Figure 1. Cell sizes after repair (run 1).
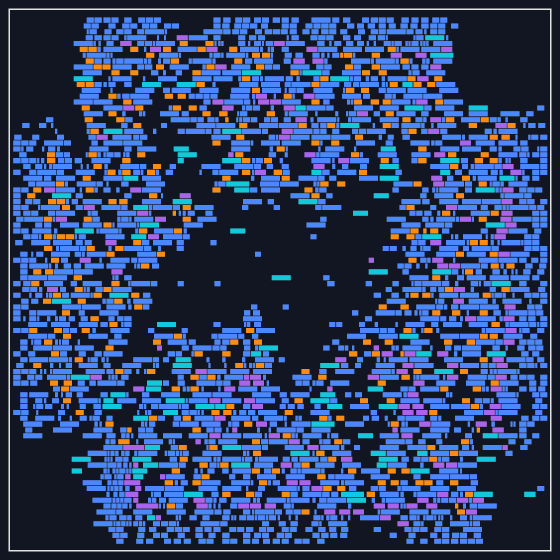
Figure 2. Clock distribution (run 1).
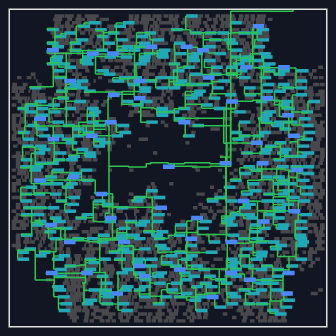
Figure 3. Gate families picked out (run 1).
Bar = 100 um.
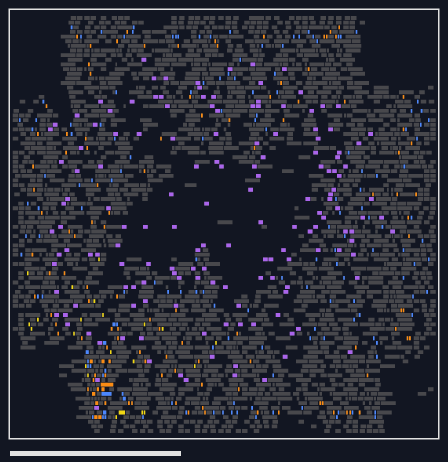
Figure 4. Metal 3 (run 1).
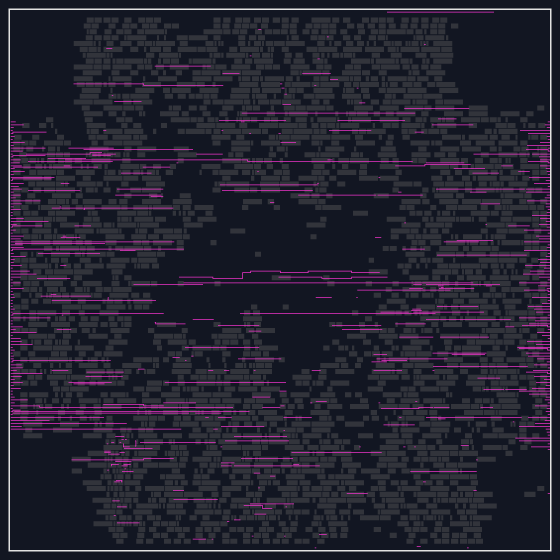
## src/rtl/gf2m_multi_square_if.sv

```systemverilog
// Handshake bundle for the GF(2^M) repeated-squaring unit.
//   start : request strobe from the requester (sampled only while busy=0)
//   a     : operand, polynomial basis, bit i = coefficient of x^i
//   k     : number of squarings to apply
//   d     : result a^(2^k), valid with done and held until the next accepted start
//   busy  : high from accepted start until completion
//   done  : one-cycle completion pulse
// master = requester side, slave = squaring unit side.
interface gf2m_multi_square_if #(
  parameter int unsigned M  = 233,
  parameter int unsigned KW = 8
);
  logic          start;
  logic [M-1:0]  a;
  logic [KW-1:0] k;
  logic [M-1:0]  d;
  logic          busy;
  logic          done;

  modport master (
    output start, a, k,
    input  d, busy, done
  );

  modport slave (
    input  start, a, k,
    output d, busy, done
  );
endinterface

```

## src/rtl/gf2m_multi_square.sv

```systemverilog
// Sequential repeated squaring over GF(2^M) with trinomial x^M + x^T + 1.
// Computes d = a^(2^k), applying up to S squarings per clock through S chained
// combinational squarer stages. Used as the exponentiation step of Itoh-Tsujii
// inversion.
// Ports:
//   clk   : clock, rising edge
//   rst_n : asynchronous active-low reset; discards any in-flight operation
//   bus   : slave side of gf2m_multi_square_if (start/a/k in, d/busy/done out)
// All outputs are registered; no combinational input-to-output path.
module gf2m_multi_square #(
  parameter int unsigned M  = 233,
  parameter int unsigned T  = 74,
  parameter int unsigned S  = 1,
  parameter int unsigned KW = 8
) (
  input logic               clk,
  input logic               rst_n,
  gf2m_multi_square_if.slave bus
);

  // Width of the spread (unreduced) square.
  localparam int unsigned W  = 2 * M - 1;
  // Width needed to hold a step count in 0..S.
  localparam int unsigned RW = (S < 2) ? 1 : $clog2(S + 1);

  typedef enum logic {StIdle, StRun} state_e;

  // One field squaring: spread bits to even positions, then fold everything at
  // or above x^M back down using x^M = x^T + 1. Walking from the top bit down
  // means a fold that lands at or above M (j-M+T >= M) is revisited later in
  // the same loop, so one descending pass covers the second reduction round.
  function automatic logic [M-1:0] sq(input logic [M-1:0] x);
    logic [W-1:0] t;
    t = '0;
    for (int unsigned i = 0; i < M; i++) begin
      t[2*i] = x[i];
    end
    for (int unsigned j = W - 1; j >= M; j--) begin
      t[j-M]   = t[j-M] ^ t[j];
      t[j-M+T] = t[j-M+T] ^ t[j];
    end
    return t[M-1:0];
  endfunction

  state_e        state_q, state_d;
  logic [M-1:0]  acc_q, acc_d;
  logic [KW-1:0] cnt_q, cnt_d;
  logic [M-1:0]  d_q, d_d;
  logic          busy_q, busy_d;
  logic          done_q, done_d;

  // taps[r] = acc after r squarings, r = 0..S.
  logic [M-1:0]  taps [S+1];
  logic [RW-1:0] step_r;
  logic [M-1:0]  step_val;

  assign taps[0] = acc_q;

  for (genvar g = 1; g <= int'(S); g++) begin : g_stage
    assign taps[g] = sq(taps[g-1]);
  end

  // Final partial step applies exactly the remaining count, never S.
  always_comb begin
    if (cnt_q < KW'(S)) begin
      step_r = cnt_q[RW-1:0];
    end else begin
      step_r = RW'(S);
    end
    step_val = taps[step_r];
  end

  always_comb begin
    state_d = state_q;
    acc_d   = acc_q;
    cnt_d   = cnt_q;
    d_d     = d_q;
    busy_d  = busy_q;
    done_d  = 1'b0;
    unique case (state_q)
      StIdle: begin
        if (bus.start) begin
          acc_d = bus.a;
          cnt_d = bus.k;
          if (bus.k == '0) begin
            // Zero squarings: result is the operand itself, no RUN phase.
            d_d    = bus.a;
            done_d = 1'b1;
          end else begin
            state_d = StRun;
            busy_d  = 1'b1;
          end
        end
      end
      StRun: begin
        acc_d = step_val;
        cnt_d = cnt_q - KW'(step_r);
        if (cnt_d == '0) begin
          d_d     = step_val;
          done_d  = 1'b1;
          busy_d  = 1'b0;
          state_d = StIdle;
        end
      end
      default: begin
        state_d = StIdle;
        busy_d  = 1'b0;
      end
    endcase
  end

  always_ff @(posedge clk or negedge rst_n) begin
    if (!rst_n) begin
      state_q <= StIdle;
      acc_q   <= '0;
      cnt_q   <= '0;
      d_q     <= '0;
      busy_q  <= 1'b0;
      done_q  <= 1'b0;
    end else begin
      state_q <= state_d;
      acc_q   <= acc_d;
      cnt_q   <= cnt_d;
      d_q     <= d_d;
      busy_q  <= busy_d;
      done_q  <= done_d;
    end
  end

  assign bus.d    = d_q;
  assign bus.busy = busy_q;
  assign bus.done = done_q;

endmodule

```

## src/flat_wrapper.sv

```systemverilog
// flat-port wrapper written by rule: the top's interface ports become plain ports
module gf2m_multi_square_flat 
#(
  parameter int unsigned M  = 233,
  parameter int unsigned T  = 74,
  parameter int unsigned S  = 1,
  parameter int unsigned KW = 8
)
  (clk, rst_n, bus_start, bus_a, bus_k, bus_d, bus_busy, bus_done);
  gf2m_multi_square_if #(.M(M), .KW(KW)) bus_i ();
  input logic clk;
  input logic rst_n;
  input wire logic [$bits(bus_i.start)-1:0] bus_start;
  input wire logic [$bits(bus_i.a)-1:0] bus_a;
  input wire logic [$bits(bus_i.k)-1:0] bus_k;
  output wire logic [$bits(bus_i.d)-1:0] bus_d;
  output wire logic [$bits(bus_i.busy)-1:0] bus_busy;
  output wire logic [$bits(bus_i.done)-1:0] bus_done;
  assign bus_i.start = bus_start;
  assign bus_i.a = bus_a;
  assign bus_i.k = bus_k;
  assign bus_d = bus_i.d;
  assign bus_busy = bus_i.busy;
  assign bus_done = bus_i.done;
  gf2m_multi_square #(.M(M), .T(T), .S(S), .KW(KW)) u_core (.clk(clk), .rst_n(rst_n), .bus(bus_i));
endmodule
```

## config.mk

```make
export PLATFORM = sky130hd
export DESIGN_NAME = gf2m_multi_square_flat
export DESIGN_NICKNAME = d
export VERILOG_FILES = /design/src/rtl/gf2m_multi_square_if.sv /design/src/rtl/gf2m_multi_square.sv /design/src/flat_wrapper.sv
export SDC_FILE = /design/constraint.sdc
export NUM_CORES = 1
export LEC_CHECK = 0
export CAP_MARGIN = 40
export CORE_UTILIZATION = 40
export DETAILED_ROUTE_END_ITERATION = 8
export PLACE_DENSITY = 0.7
export SLEW_MARGIN = 20
export SYNTH_ARGS = -nofsm -noshare
export SYNTH_HDL_FRONTEND = slang
export SYNTH_SLANG_ARGS = --single-unit
export TNS_END_PERCENT = 50
```

## constraint.sdc

```tcl
create_clock -name clk -period 3.55 [get_ports clk]
set_input_delay 0.355 -clock clk [delete_from_list [all_inputs] [get_ports clk]]
set_output_delay 0.355 -clock clk [all_outputs]
set_load 0.005 [all_outputs]
```

==> flow_summary.toml, run 1 <==
# physical design summary
[outcome]
run_status = "finished, final reports clean"

[floorplanning]
fp.dieW_um = 251
fp_util_pct = 40.7
die_area_um2 = 62900
fp-row-count = 90
core_um2 = 60800
pin_count = 479

[sta]
slew_headroom_pct = 27.0
finalCriticalPeriod_ns = 3.39
setup_tns_ns = 0
clock.fmax_ghz = 0.295
rsz0062_at_grt = "no"
slew_viol_final = 0
period_used_pct = 95.5
finalSetupViolations = 0
tightest_slew_ns = 1.09
holdWs_ns = 0.419
hold_viol = 0

[grt]
grt_usage_pct = 27.8
grt_pass1_vias = 18697
grt_pass1_wl_um = 128000
grt_start_max_net_pins = 183
grt_antenna_before_repair = 4
grt_overflow = 0

[yosys]
edf_count = 0
synth.comb.largest_family = "multiplexers"
postSynthAreaPerCell_um2 = 12.2
most_common_cell = "dfrtp_1"
synth_adder_area_share_pct = 0.101
synthDistinctLibCells = 38
ys_cells = 2023
synth_flops = 477
yosys_warnings = 0
synth.net_count = 2269
postSynthSeqShare_pct = 48.2
synth-xor-area-share_pct = 5.44
flop_cell = "dfrtp_1"
top_area_cell = "dfrtp_1"
ys_area_um2 = 24800
aoi_share_pct = 5.36
top_area_share_pct = 48.2
synth.cell_area_um2 = 24800
common_cells = "dfrtp_1 (477), mux2_2 (305), mux2i_1 (256)"
ys_sh_mux_pct = 32.8
async_reset_ff_share_pct = 100

[layout]
fill_cells = 5134
inverters = 22
clock_buffers = 79
final_cell_mix = "clkdlybuf4s50_1 (477), dfrtp_1 (476), mux2_2 (305)"
layout.area.comb_um2 = 12000
num-nets-final = 2707
clockNetworkAreaShare_pct = 5.48
comb_cells = 1390
largest_class = "combinational gates"
ff_count = 477
seq_share_pct = 37.1
drive_above_1_share_pct = 23.0
register_area_um2 = 11900

[route]
drc = 0
drtPass1Iterations = 5
drt_iter0_drc = 1411
ant_nets = 0
wire_per_inst_um = 26.9

[clock_tree]
clk_pin_slew_worst_paths_ns = 0.06
post_cts_resized = 0
cts_buffer_depth = 3
post_cts_buffers = 0
cts_made_buffers = 53
cts_max_level = 2
cts.sink_count = 477

[place]
pre_cts_slack_ns = 0.150
gp_congestion = 0.877
port_buffers = 478

[critical_path]
critPathMaxFanout = 41
timing.rr.start = "u_core.cnt_q[3]"
endpoint_kind = "flip-flop"
cp-startpoint = "u_core.cnt_q[3]"
critPathKind = "reg -> reg"
required_ns = 4.03

[worst_hold_path]
hold_path.class = "in -> async"

[pwr]
leakagePower_nw = 14.5
p_per_area_nw_per_um2 = 1010
vdd_ir_drop_max_uv = 431

[job]
max-cap-violations = 0
-- Figure 1 (at the start) --
- purple: x3 and x4 (cells 162; most used mux2_4)
- cyan: x6 and larger (cells 99; most used clkbuf_16)
- blue: x1 and smaller (cells 1925; most used clkdlybuf4s50_1)
- orange: x2 (cells 314; most used mux2_2)
Non-clk bufs: 517
post-route setup slack: 0.158 ns
post-route cell area: 32100 um^2
Layout area overhead: 29.8%

-- Figure 2 (at the start) --
- cyan: flip-flops (count 477)
- blue: clock-net drivers (count 53)
- green: clock wires (length 6460 um)
- flops lie: spread over the die
- routed clock nets: 54
Post-Route Skew: 0.0286 ns
clk pwr: 5.63 mW
clock share of power: 17.3%
Clock Latency Late Sink: 0.60 ns

-- Figure 3 (at the start) --
- orange: nor cells (cells 117; where spread over the die)
- yellow: inv cells (cells 22; where bottom left)
- blue: nand cells (cells 150; where spread over the die)
- purple: xor and xnor cells (cells 154)
Layout Cells excl Fill: 3284
fraction of area in multi-input gates: 37.2%
most numerous logic cell after layout: clkdlybuf4s50_1

-- Figure 4 (at the start) --
- share of all routed wire: 6.0%
- longest straight run: 134 um
- nets with wire on the layer: 358
vias: 17841
aggregate routed wire length: 88500 um

run 1: metal layers:
metal	track usage, %	vias to the layer above	part of all wire (%)
met5	0	-	0.031
met1	37.6	9128	43
met3	4.94	135	6.0
met4	9.88	4	3.5
met2	44.8	630	47
li1	-	7944	-
run 1: metrics by stage:
stage,power [mW],utilization (%)
6_report,32.5,52.9
5_1_grt,34.2,52.9
4_1_cts,32.6,52.9
3_5_place_dp,26.9,49.9
3_3_place_gp,26.3,49.9
2_1_floorplan,19.1,-
run 1: state kept, by name, summed over array words and instances, names as in the netlist:
name,cells
u_core.bus.d,233
u_core.bus.done,1
u_core.bus.busy,1
u_core.cnt_q,8
u_core.acc_q,233
u_core.state_q,1
run 1: critical path, cell delays in order (launching register included):
cell      delay, ns
dfrtp_1        0.47
nor4_4         0.38
nand3_4        0.14
nand2b_1       0.14
inv_1          0.06
ha_1           0.27
nor2_1         0.16
a31oi_1        0.17
o41ai_4        0.48
buf_12         0.25
buf_12         0.30
mux2_2         0.38
run 1: worst paths after layout:
kind | endpoint | slack [ns] | cells after the start
worst min register to register | u_core.bus.d[86] | 0.51 | 1
min in group clk | u_core.acc_q[0] | 0.46 | 3
worst min-delay path | u_core.bus.d[101] | 0.42 | 2
worst max register to register | u_core.bus.d[89] | 0.16 | 11
max in group asynchronous | u_core.acc_q[231] | 2.05 | 3
worst max-delay path | u_core.bus.d[89] | 0.16 | 11
run 1: report_power, final:
part / switching [mW] / total (mW) / internal, mW
sequential: 4.08 / 12.4 / 8.35
clock: 2.29 / 5.63 / 3.34
combinational: 6.03 / 14.4 / 8.38
run 1: repair_timing:
action | 4_1_cts | 5_1_grt
hold buffers | 1 | 0
setup endpoints to repair | 0 | 14
endpoints found under the hold margin | 84 | 0
Figure 5. Congestion heat map (run 1).
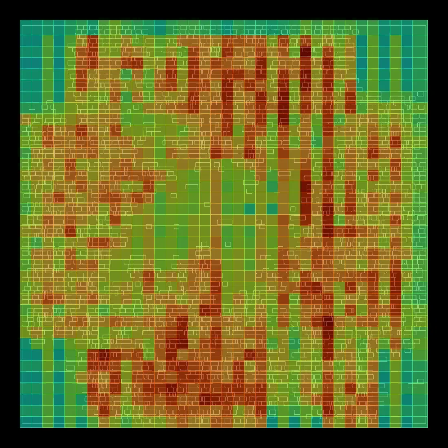

## Run 2: what changed since run 1
--- a/config.mk
+++ b/config.mk
@@ -6,10 +6,10 @@
 export NUM_CORES = 1
 export LEC_CHECK = 0
 export CAP_MARGIN = 40
-export CORE_UTILIZATION = 40
+export CORE_UTILIZATION = 48
 export DETAILED_ROUTE_END_ITERATION = 8
-export PLACE_DENSITY = 0.7
-export SLEW_MARGIN = 20
+export PLACE_DENSITY = 0.81
+export SLEW_MARGIN = 0
 export SYNTH_ARGS = -nofsm -noshare
 export SYNTH_HDL_FRONTEND = slang
 export SYNTH_SLANG_ARGS = --single-unit
Figure 6. Congestion heat map (run 2).
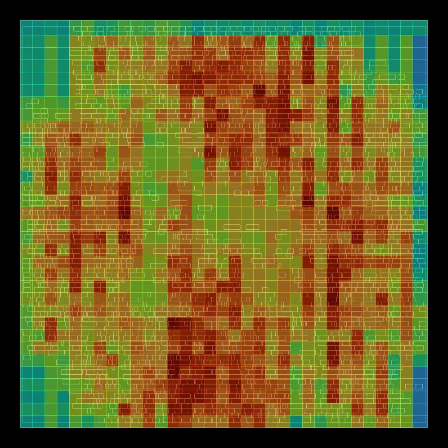
Core Util, Final: 63.3%
met1 usage: 43.3%
WL per Instance: 27.1 um

Figure 7. Gate families picked out (run 2).
Bar = 50 um.
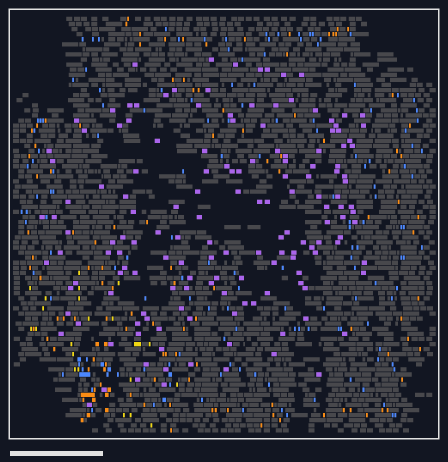
- orange: nor cells (cells 117; where spread over the die)
- yellow: inv cells (cells 22; where bottom left)
- blue: nand cells (cells 150; where spread over the die)
- purple: xor and xnor cells (cells 154)
fraction of area in multi-input gates: 37.4%
Layout Cells excl Fill: 3178

==> run 2 against run 1 <==
Utilization grew 10 points. Final area down 0.42%. Sequential power hardly changed. Fmax rose by 0.90%. Die size fell by 17%. Clock power is 1% higher. Synthesized area did not move. Highest routed layer unchanged. Critical endpoint is now u_core.bus.d[78]. Power rose by 0.18%. Via count is 2.3% higher. Setup slack gained 0.030 ns.
==> flow_summary.toml, run 2 <==
# physical design summary
[outcome]
run_status = "finished, final reports clean"

[route]
drt_iter0_drc = 1619
drtPass1Iterations = 5
ant_nets = 0

[critical_path]
path_delay_family = "simple AND/OR/NAND/NOR gates"
worst_path_largest_cell_delay_ns = 0.50
rrSetupSlack_ns = 0.19
critPathKind = "reg -> reg"
required_ns = 4.03
cpMaxStageDelayCell = "o41ai_4"
cp.buffers_inverters = 3
timing.rr.start = "u_core.cnt_q[3]"
cp_cell_sequence = "nor4_4, nand3_4, nand2b_1, inv_1, ha_1, nor2_1, a31oi_1, o41ai_4, buf_12, buf_12, mux2_2"

[sta]
slew_viol_final = 0
fin_skew_ns = 0.0208
rsz0062_at_grt = "no"
slew_headroom_pct = 29.1
finalCriticalPeriod_ns = 3.36

[yosys]
common_cells = "dfrtp_1 (477), mux2_2 (305), mux2i_1 (256)"
aoi_share_pct = 5.36
synth.net_count = 2269
top_area_cell = "dfrtp_1"
flop_cell = "dfrtp_1"
edf_count = 0
yosys_warnings = 0
synth-xor-area-share_pct = 5.44
synth_flops = 477
synth_adder_area_share_pct = 0.101
most_common_cell = "dfrtp_1"
postSynthAreaPerCell_um2 = 12.2
async_reset_ff_share_pct = 100
ys_cells = 2023
synth.comb.largest_family = "multiplexers"
ys_area_um2 = 24800
synth.cell_area_um2 = 24800

[place]
gp_congestion = 0.893
pre_cts_slack_ns = 0.225
port_buffers = 478

[floorplanning]
core_um2 = 50600
fp-row-count = 82
die_area_um2 = 52500
fp_util_pct = 49.0
pin_count = 479

[layout]
fin_area_um2 = 32000
final_cell_mix = "clkdlybuf4s50_1 (477), dfrtp_1 (476), mux2_2 (305)"
syn_to_final_growth_pct = 29.2
comb_cells = 1390
largest_class = "combinational gates"
drive_above_1_share_pct = 23.4
seq_share_pct = 37.3
layout.area.comb_um2 = 12000
inverters = 22

[clock_tree]
cts.sink_count = 477
clk_latency_ns = 0.61
cts_buffer_depth = 3
cts_made_buffers = 52
cts_max_level = 2

[worst_hold_path]
hold_path.class = "in -> async"

[pwr]
vdd_ir_drop_max_uv = 435
p_per_area_nw_per_um2 = 1020

[grt]
grt_pass1_vias = 18909
grt_pass1_wl_um = 126000
grt_usage_pct = 32.4
grt_antenna_before_repair = 4

[job]
max-cap-violations = 0
-- run 2: worst max path at each step --
stage / from / endpoint / slack, ns / cells after the start
after global placement: u_core.cnt_q[3] / u_core.bus.d[39] / 0.23 / 11
after CTS: u_core.cnt_q[3] / u_core.bus.d[41] / 0.20 / 11
final: u_core.cnt_q[3] / u_core.bus.d[78] / 0.19 / 11
after global routing: u_core.cnt_q[3] / u_core.bus.d[78] / 0.06 / 11
after detailed placement: u_core.cnt_q[3] / u_core.bus.d[83] / 0.23 / 11
after floorplan: u_core.cnt_q[3] / u_core.bus.d[100] / 0.20 / 15
-- run 2: power by group --
part           internal (mW)  total [mW]  switching, mW
sequential              8.35        12.4           4.05
combinational           8.38        14.4           6.05
clock                   3.37        5.70           2.33
-- run 2: kinds of logic (layout without fill, tap and decap cells) --
group                    count (synthesis)  after routing
flip-flops                             477            477
AND-OR/OR-AND                          257            257
XOR/XNOR                               154            154
adder cells (fa/ha/maj)                  2              2
multiplexers                           703            703
other                                    0              1
AND/OR/NAND/NOR                        274            274
buffers and inverters                  156            638
-- run 2: layer usage --
metal	routed length, um	part of all wire, %	up-vias	track usage (%)
met5	46	0.053	-	0
met2	40200	47	789	51.5
met1	36100	42	9334	43.3
met4	3890	4.5	6	14.9
li1	-	-	7967	-
met3	5800	6.7	162	5.64
-- run 2: what timing repair did --
item / in CTS / in global routing
endpoints found under the hold margin: 83 / 0
endpoints found under the setup margin: 0 / 0
setup buffers: 0 / 0
hold buffers: 1 / 0
-- run 2: through the flow --
step                cells  power [mW]
finish               3178        32.5
CTS                  3177        32.5
detailed placement   3081        26.7
global placement     3079        26.1
global route         3178        34.1
floorplan            2023        19.1
Figure 8. Metal 3 (run 2).
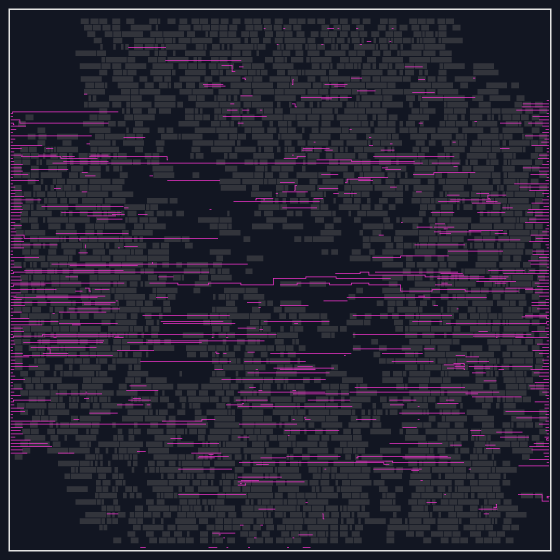

## Run 3: what changed since run 2
--- a/config.mk
+++ b/config.mk
@@ -6,9 +6,9 @@
 export NUM_CORES = 1
 export LEC_CHECK = 0
 export CAP_MARGIN = 40
-export CORE_UTILIZATION = 48
+export CORE_UTILIZATION = 50
 export DETAILED_ROUTE_END_ITERATION = 8
-export PLACE_DENSITY = 0.81
+export PLACE_DENSITY = 0.8
 export SLEW_MARGIN = 0
 export SYNTH_ARGS = -nofsm -noshare
 export SYNTH_HDL_FRONTEND = slang
==> constraint.sdc (replaced) <==
create_clock -name clk -period 4.05 [get_ports clk]
set_input_delay 0.405 -clock clk [delete_from_list [all_inputs] [get_ports clk]]
set_output_delay 0.405 -clock clk [all_outputs]
set_load 0.005 [all_outputs]
Figure 9. Metal 3 (run 3).
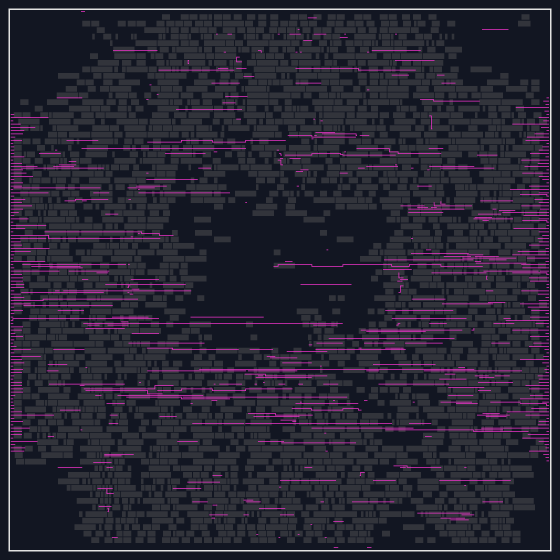
- main direction: horizontal
- longest straight run: 114 um
- nets with wire on the layer: 398
vias: 18225
aggregate routed wire length: 83700 um

==> run 3 against run 2 <==
Sequential cell count unchanged. Combinational power decreased by about 10%. Count of clock-buffer cells in the layout increased by 7. Cell count decreased by 0.72%. Final area decreased by 0.39%. Hold slack improved by 0.052 ns. Power decreased by 13%. Highest routed layer unchanged.
==> flow_summary.toml, run 3 <==
# physical design summary
[sta]
rsz0062_at_grt = "no"
slew_headroom_pct = 26.7
setup_ws_ns = 0.359
tightest_slew_ns = 1.10
finalCriticalPeriod_ns = 3.69
clock.fmax_ghz = 0.271
slew_viol_final = 0
finalSetupViolations = 0
holdWs_ns = 0.432
hold_viol = 0
fin_skew_ns = 0.0145

[route]
ant_nets = 0
top_layer = "met5"
wl_met1_um = 35000
wl_met2_um = 40400
drtPass1Iterations = 8
drt_iter0_drc = 1497
wire_per_inst_um = 26.5

[critical_path]
critPathKind = "reg -> reg"
cp-startpoint = "u_core.cnt_q[3]"
critPathMaxFanout = 37
required_ns = 4.53
cpMostUsedCell = "buf_12"
reg2reg_depth = 11
cpMaxStageDelayCell = "nor4_4"
path_delay_family = "simple AND/OR/NAND/NOR gates"
cp.buffers_inverters = 3
cp.depth = 11
cp_cell_sequence = "nor4_4, nand3_4, nand2b_1, inv_1, ha_1, nor2_1, a31oi_1, o41ai_4, buf_12, buf_12, mux2_2"
worst_path_largest_cell_delay_ns = 0.55

[yosys]
flop_cell = "dfrtp_1"
top_area_cell = "dfrtp_1"
postSynthAreaPerCell_um2 = 12.2
postSynthSeqShare_pct = 48.2
synth.comb.largest_family = "multiplexers"
async_reset_ff_share_pct = 100
synth.cell_area_um2 = 24800
common_cells = "dfrtp_1 (477), mux2_2 (305), mux2i_1 (256)"
ys_area_um2 = 24800
synth.net_count = 2269
synth_adder_area_share_pct = 0.101
synth-xor-area-share_pct = 5.44
yosys_warnings = 0
ys_sh_mux_pct = 32.8
aoi_share_pct = 5.36
synth_flops = 477
synthDistinctLibCells = 38
edf_count = 0

[grt]
use_met1_pct = 43.9
grt_overflow = 0
grt_pass1_wl_um = 123000
grt_antenna_before_repair = 2
grt_usage_pct = 33.0
use_met2_pct = 54.4
grt_pass1_vias = 18943
grt_use_met3_pct = 5.55

[clock_tree]
cts.sink_count = 477
post_cts_buffers = 0
clk_latency_ns = 0.60
cts_buffer_depth = 3
cts_max_level = 2

[layout]
lay_top_count = "clkdlybuf4s50_1"
num-nets-final = 2696
drive_above_1_share_pct = 22.7
syn_to_final_growth_pct = 28.7
final_cell_mix = "clkdlybuf4s50_1 (477), dfrtp_1 (476), mux2_2 (305)"
fin_area_um2 = 31900

[floorplanning]
fp.dieW_um = 225
core_um2 = 49000
pin_count = 479
fp_util_pct = 50.6
die_area_um2 = 50400

[place]
port_buffers = 478
gp_congestion = 0.897
pre_cts_slack_ns = 0.437

[job]
max-cap-violations = 0

[pwr]
p_per_area_nw_per_um2 = 889
vdd_ir_drop_max_uv = 420
leakagePower_nw = 14.5

[worst_hold_path]
hold_path.class = "in -> async"

[outcome]
run_status = "finished, final reports clean"
Figure 10. Congestion heat map (run 3).
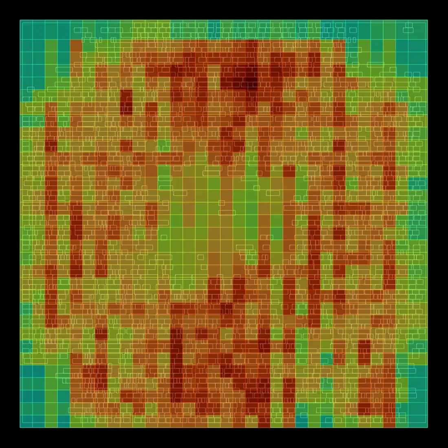
Core Util, Final: 65.1%
GRT busiest layer: met2

[run 3: cell count changes in the layout (fill, tap and decap cells not counted), sizes merged]
| cell | before | now |
|---|---|---|
| buf | 43 | 30 |
| clkbuf | 72 | 79 |
| inv | 26 | 22 |
| bufinv | 5 | 6 |
| clkinv | 10 | 8 |
| clkinvlp | 4 | 0 |
[run 3: report_power, final]
part / total, mW / switching [mW] / internal [mW]
clock network: 4.98 / 1.98 / 3.01
logic: 12.5 / 5.16 / 7.32
registers: 10.9 / 3.57 / 7.32
[run 3: through the flow]
step / total power, mW / instances / utilization, %
finish: 28.4 / 3155 / 65.1
global route: 29.7 / 3154 / 65.1
CTS: 28.3 / 3154 / 65.1
detailed placement: 23.2 / 3060 / 61.5
global placement: 22.7 / 3059 / 61.4
floorplan: 16.8 / 2023 / -
[run 3: final timing paths]
kind / slack [ns] / end
min in group clk: 0.51 / u_core.bus.d[178]
hold reg to reg: 0.51 / u_core.bus.d[178]
max in group asynchronous: 2.47 / u_core.bus.d[24]
setup reg to reg: 0.36 / u_core.bus.d[83]
setup / recovery: 0.36 / u_core.bus.d[83]
hold / removal: 0.43 / u_core.bus.d[172]
[run 3: what timing repair did]
action                                 4_1_cts  5_1_grt
endpoints found under the hold margin       83        0
hold buffers                                 1        0
resized                                      0        0
[run 3: cell families after synthesis]
family / count (synthesis)
buffers and inverters: 156
AOI/OAI and AO/OA: 257
xor gates and xnor gates: 154
DFF: 477
and+or+nand+nor: 274
muxes: 703
adders and majority gates: 2
[run 3: cell type report]
type,count,area [um^2]
clock buffer,79,1550
inverter,22,90.1
fill,3596,17100
sequential,477,11900
multi-input combinational,1390,12000
clock inverter,14,220
timing repair buffer,508,5290
antenna,1,2.50
tap,664,831
Power is estimated from default activity; no workload was simulated.
